cell_classes.png
Scale bar: 20 um.
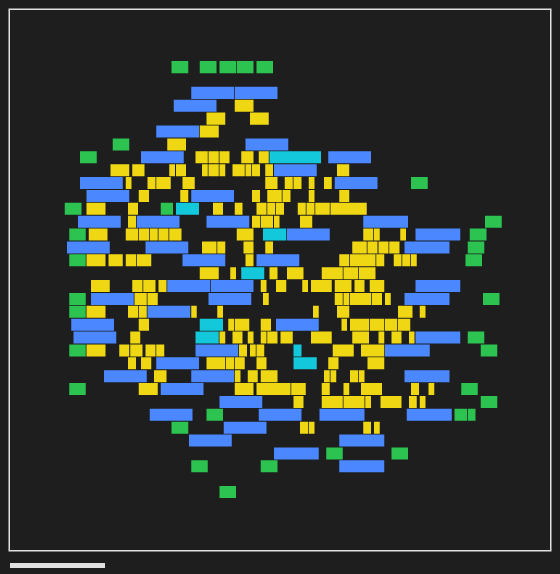
met1.png
Supply wires on this layer in gray. Cells faint in the background.
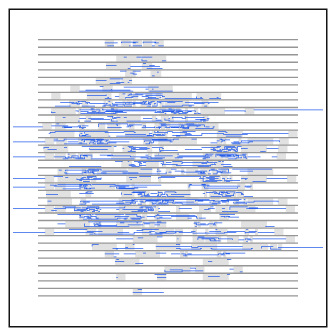
drive_strength.png
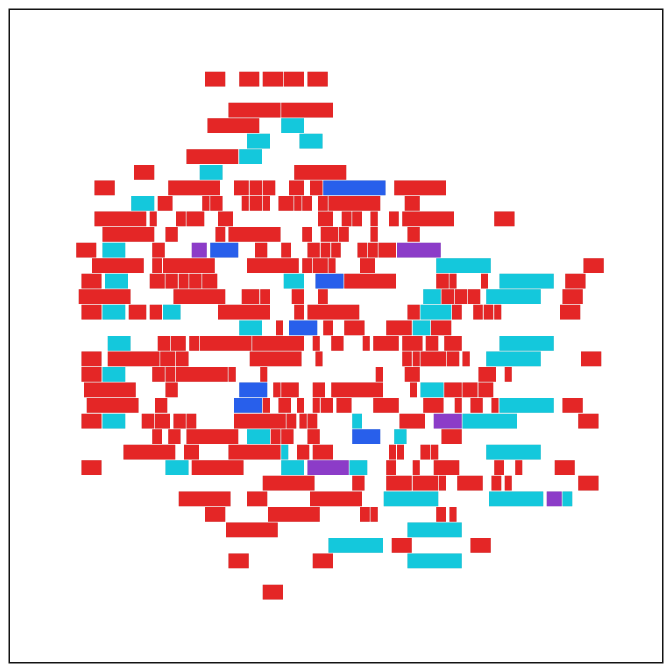
--- src/rtl/display_scan_if.sv ---
// Display-side bus of the seven-segment scanner: digit data and load
// handshake in, active-low anode/segment lines and status pulses out.
interface display_scan_if #(
    parameter int DIGITS = 4
);
    logic [4*DIGITS-1:0] digits_in;
    logic                load;
    logic                load_ack;
    logic [DIGITS-1:0]   an;
    logic [6:0]          seg;
    logic                frame;

    modport master (
        output digits_in,
        output load,
        input  load_ack,
        input  an,
        input  seg,
        input  frame
    );

    modport slave (
        input  digits_in,
        input  load,
        output load_ack,
        output an,
        output seg,
        output frame
    );
endinterface

--- src/rtl/display_scan.sv ---
// Multiplexed seven-segment scanner driven by a divider tap.
// The tap is synchronised and edge-detected into a one-cycle tick; each tick
// lights the next digit. Digit data is double-buffered and swapped in only
// when the scan wraps to digit 0, so a frame never mixes old and new values.
// Build option: define DISPLAY_SCAN_HEX_EN to show 10..15 as A,b,C,d,E,F;
// otherwise those values are blanked.
module display_scan #(
    parameter int DIGITS = 4
) (
    input  logic           clk,
    input  logic           rst_n,
    input  logic           tick_src,
    display_scan_if.slave  bus
);

    localparam int              IDX_W = (DIGITS > 1) ? $clog2(DIGITS) : 1;
    localparam logic [IDX_W-1:0] LAST = IDX_W'(DIGITS - 1);

    logic                s1, s2, s3;
    logic                tick;
    logic                wrap;
    logic [IDX_W-1:0]    idx;
    logic [IDX_W-1:0]    idx_next;
    logic                en;
    logic                en_next;
    logic                pending;
    logic [4*DIGITS-1:0] active;
    logic [4*DIGITS-1:0] staged;
    logic [4*DIGITS-1:0] active_next;
    logic [3:0]          digit_next;

    // Active-low segment pattern {g,f,e,d,c,b,a} for one digit value.
    function automatic logic [6:0] decode(input logic [3:0] v);
        logic [6:0] s;
        case (v)
            4'd0:    s = 7'h40;
            4'd1:    s = 7'h79;
            4'd2:    s = 7'h24;
            4'd3:    s = 7'h30;
            4'd4:    s = 7'h19;
            4'd5:    s = 7'h12;
            4'd6:    s = 7'h02;
            4'd7:    s = 7'h78;
            4'd8:    s = 7'h00;
            4'd9:    s = 7'h10;
`ifdef DISPLAY_SCAN_HEX_EN
            4'd10:   s = 7'h08;
            4'd11:   s = 7'h03;
            4'd12:   s = 7'h46;
            4'd13:   s = 7'h21;
            4'd14:   s = 7'h06;
            4'd15:   s = 7'h0E;
`endif
            default: s = 7'h7F;
        endcase
        return s;
    endfunction

    // Three-flop synchroniser for the asynchronous divider tap.
    always_ff @(posedge clk or negedge rst_n) begin
        if (!rst_n) begin
            s1 <= 1'b0;
            s2 <= 1'b0;
            s3 <= 1'b0;
        end else begin
            s1 <= tick_src;
            s2 <= s1;
            s3 <= s2;
        end
    end

    assign tick     = s2 & ~s3;
    assign wrap     = tick & (idx == LAST);
    assign idx_next = (idx == LAST) ? '0 : idx + IDX_W'(1);
    assign en_next  = en | tick;

    // Data that will be active after this cycle; at a wrap a same-cycle load
    // bypasses the staging buffer so the digit shown at the wrap is already new.
    always_comb begin
        active_next = active;
        if (wrap) begin
            if (bus.load) begin
                active_next = bus.digits_in;
            end else if (pending) begin
                active_next = staged;
            end
        end
    end

    assign digit_next = active_next[{idx_next, 2'b00} +: 4];

    // Scan position, buffer swap and registered display outputs.
    always_ff @(posedge clk or negedge rst_n) begin
        if (!rst_n) begin
            idx          <= LAST;
            en           <= 1'b0;
            pending      <= 1'b0;
            active       <= '0;
            staged       <= '0;
            bus.an       <= '1;
            bus.seg      <= 7'h7F;
            bus.frame    <= 1'b0;
            bus.load_ack <= 1'b0;
        end else begin
            bus.load_ack <= 1'b0;
            bus.frame    <= wrap;
            if (tick) begin
                en      <= 1'b1;
                idx     <= idx_next;
                bus.an  <= en_next ? ~(DIGITS'(1) << idx_next) : '1;
                bus.seg <= decode(digit_next);
            end
            if (wrap) begin
                if (bus.load || pending) begin
                    active       <= active_next;
                    pending      <= 1'b0;
                    bus.load_ack <= 1'b1;
                end
            end else if (bus.load) begin
                staged  <= bus.digits_in;
                pending <= 1'b1;
            end
        end
    end

endmodule
--- src/flat_wrapper.sv ---
// flat-port wrapper written by rule: the top's interface ports become plain ports
module display_scan_flat 
#(
    parameter int DIGITS = 4
)
  (clk, rst_n, tick_src, bus_digits_in, bus_load, bus_load_ack, bus_an, bus_seg, bus_frame);
  display_scan_if #(.DIGITS(DIGITS)) bus_i ();
  input  logic clk;
  input  logic rst_n;
  input  logic tick_src;
  input wire logic [$bits(bus_i.digits_in)-1:0] bus_digits_in;
  input wire logic [$bits(bus_i.load)-1:0] bus_load;
  output wire logic [$bits(bus_i.load_ack)-1:0] bus_load_ack;
  output wire logic [$bits(bus_i.an)-1:0] bus_an;
  output wire logic [$bits(bus_i.seg)-1:0] bus_seg;
  output wire logic [$bits(bus_i.frame)-1:0] bus_frame;
  assign bus_i.digits_in = bus_digits_in;
  assign bus_i.load = bus_load;
  assign bus_load_ack = bus_i.load_ack;
  assign bus_an = bus_i.an;
  assign bus_seg = bus_i.seg;
  assign bus_frame = bus_i.frame;
  display_scan #(.DIGITS(DIGITS)) u_core (.clk(clk), .rst_n(rst_n), .tick_src(tick_src), .bus(bus_i));
endmodule
--- config.mk ---
export PLATFORM = sky130hd
export DESIGN_NAME = display_scan_flat
export DESIGN_NICKNAME = d
export VERILOG_FILES = /design/src/rtl/display_scan_if.sv /design/src/rtl/display_scan.sv /design/src/flat_wrapper.sv
export SDC_FILE = /design/constraint.sdc
export NUM_CORES = 1
export LEC_CHECK = 0
export CAP_MARGIN = 20
export CORE_MARGIN = 10
export CORE_UTILIZATION = 30
export CTS_CLUSTER_SIZE = 20
export DETAILED_ROUTE_END_ITERATION = 8
export GPL_ROUTABILITY_DRIVEN = 0
export REMOVE_ABC_BUFFERS = 1
export SLEW_MARGIN = 20
export SYNTH_ARGS = -nofsm -noshare
export SYNTH_HDL_FRONTEND = slang
export SYNTH_SLANG_ARGS = --single-unit
--- constraint.sdc ---
create_clock -name clk -period 6 [get_ports clk]
set_input_delay 1.2 -clock clk [delete_from_list [all_inputs] [get_ports clk]]
set_output_delay 1.2 -clock clk [all_outputs]
set_load 0.02 [all_outputs]
==> flow_summary.html <==
<h2>Implementation results</h2>
<table>
<tr><th>Metric</th><th>Value</th></tr>
<tr><th colspan="2">STA</th></tr>
<tr><td>Maximum clock frequency</td><td>260 MHz</td></tr>
<tr><td>Worst clock skew</td><td>between 0.003 and 0.004 ns</td></tr>
<tr><td>Period utilization</td><td>64.0%</td></tr>
<tr><th colspan="2">Logic synthesis</th></tr>
<tr><td>Multiplexer share</td><td>around 8%</td></tr>
<tr><td>Commonest cells in the synthesized netlist</td><td>dfrtp_1 (38), nand2_1 (20), mux2_2 (17), o21ai_0 (17), dfstp_2 (13)</td></tr>
<tr><td>Dominant cells by area after synthesis</td><td>dfrtp_1 (36%), dfstp_2 (13%), mux2_2 (7.2%)</td></tr>
<tr><td>AND/OR/NAND/NOR Cells, Area Fraction</td><td>18.4%</td></tr>
<tr><td>Distinct cell type count after synthesis</td><td>about 53</td></tr>
<tr><th colspan="2">Finish</th></tr>
<tr><td>Share of final-layout standard cells stronger than drive strength 1</td><td>a little under a fifth</td></tr>
<tr><td>Clock tree buffer count of the final layout</td><td>6</td></tr>
<tr><td>Register area</td><td>1290 um^2</td></tr>
<tr><td>Logic share of the area</td><td>about two fifths</td></tr>
<tr><td>Multi-input gate area in the final layout</td><td>1250 um^2</td></tr>
<tr><td>Registers with the highest flip-flop counts</td><td>u_core.active x16, u_core.staged x16, u_core.bus.seg x7</td></tr>
<tr><td>Layout sequential cell count</td><td>a little over 50</td></tr>
<tr><td>Largest contributor to cell area by class</td><td>sequential cells</td></tr>
<tr><td>Fillers</td><td>around 900</td></tr>
<tr><th colspan="2">Power and ir drop</th></tr>
<tr><td>VDD IR-drop max</td><td>approximately 0.00014 V</td></tr>
<tr><td>Group drawing the most power</td><td>combinational cells</td></tr>
<tr><td>Power in sequential cells</td><td>between 0.0005 and 0.0006 W</td></tr>
<tr><td>Power, Total</td><td>0.00149 W</td></tr>
<tr><th colspan="2">Routing</th></tr>
<tr><td>Routed wire per std cell</td><td>roughly 15 um</td></tr>
<tr><td>Met2 routed WL</td><td>between 2 and 3 mm</td></tr>
<tr><th colspan="2">Critical path</th></tr>
<tr><td>Worst Path Buf+Inv</td><td>3</td></tr>
<tr><td>Crit Reg-Reg Endpoint</td><td>u_core.bus.seg[3]$_DFFE_PN1N_</td></tr>
<tr><td>Worst setup path end</td><td>u_core.bus.seg[3]$_DFFE_PN1N_</td></tr>
<tr><td>Crit-path leading delay family</td><td>simple AND/OR/NAND/NOR gates</td></tr>
<tr><th colspan="2">Place</th></tr>
<tr><td>Placed cell count</td><td>378</td></tr>
<tr><th colspan="2">Hold path</th></tr>
<tr><td>WHS Endpoint</td><td>u_core.s2$_DFF_PN0_</td></tr>
<tr><th colspan="2">Global routing</th></tr>
<tr><td>Total routing resource utilization after global routing</td><td>under 10%</td></tr>
<tr><td>GR met2 Demand/Resource</td><td>around an eighth</td></tr>
<tr><td>Pin count of the biggest net entering global routing</td><td>52</td></tr>
<tr><td>GR Util met3</td><td>2.57%</td></tr>
<tr><td>Wire length of the first global-routing pass</td><td>between 9 and 10 mm</td></tr>
<tr><td>Grt total ovfl</td><td>0</td></tr>
<tr><th colspan="2">Outcome</th></tr>
<tr><td>Run status</td><td>complete, no violations</td></tr>
<tr><th colspan="2">Clocking</th></tr>
<tr><td>CTS tree</td><td>built</td></tr>
<tr><td>Reg clk slew, reported paths</td><td>roughly 0.090 ns</td></tr>
<tr><td>Bufs on Longest Clock Path</td><td>2</td></tr>
</table>
-- cell_classes.png (at the start) --
color	class	cells
green	other buffers and delay cells	34
blue	flip-flops	51
cyan	clock drivers and dummy loads	8
yellow	all other logic	185
floorplan row count: 34
final standard cell area without fillers: 3160 um^2

-- met1.png (at the start) --
wire length on this layer	2,880 um
nets with wire on the layer	279
global-route track usage on met1: 12.4%
via count: 1,962
detailed-route wire length: 5.72 mm

-- drive_strength.png (at the start) --
color	size	cells	share	most used
cyan	drive 2	40	14%	mux2_2
blue	drive 6 and up	7	2.5%	clkbuf_8
red	drive 1 or less	226	81%	dfrtp_1
purple	drive 3 to 4	5	1.8%	buf_4
count of non-CTS buffers in the layout: 34
layout overhead on the synthesized area: 18.9%

Power figures rest on the tool's default switching activity, not on a simulated workload.
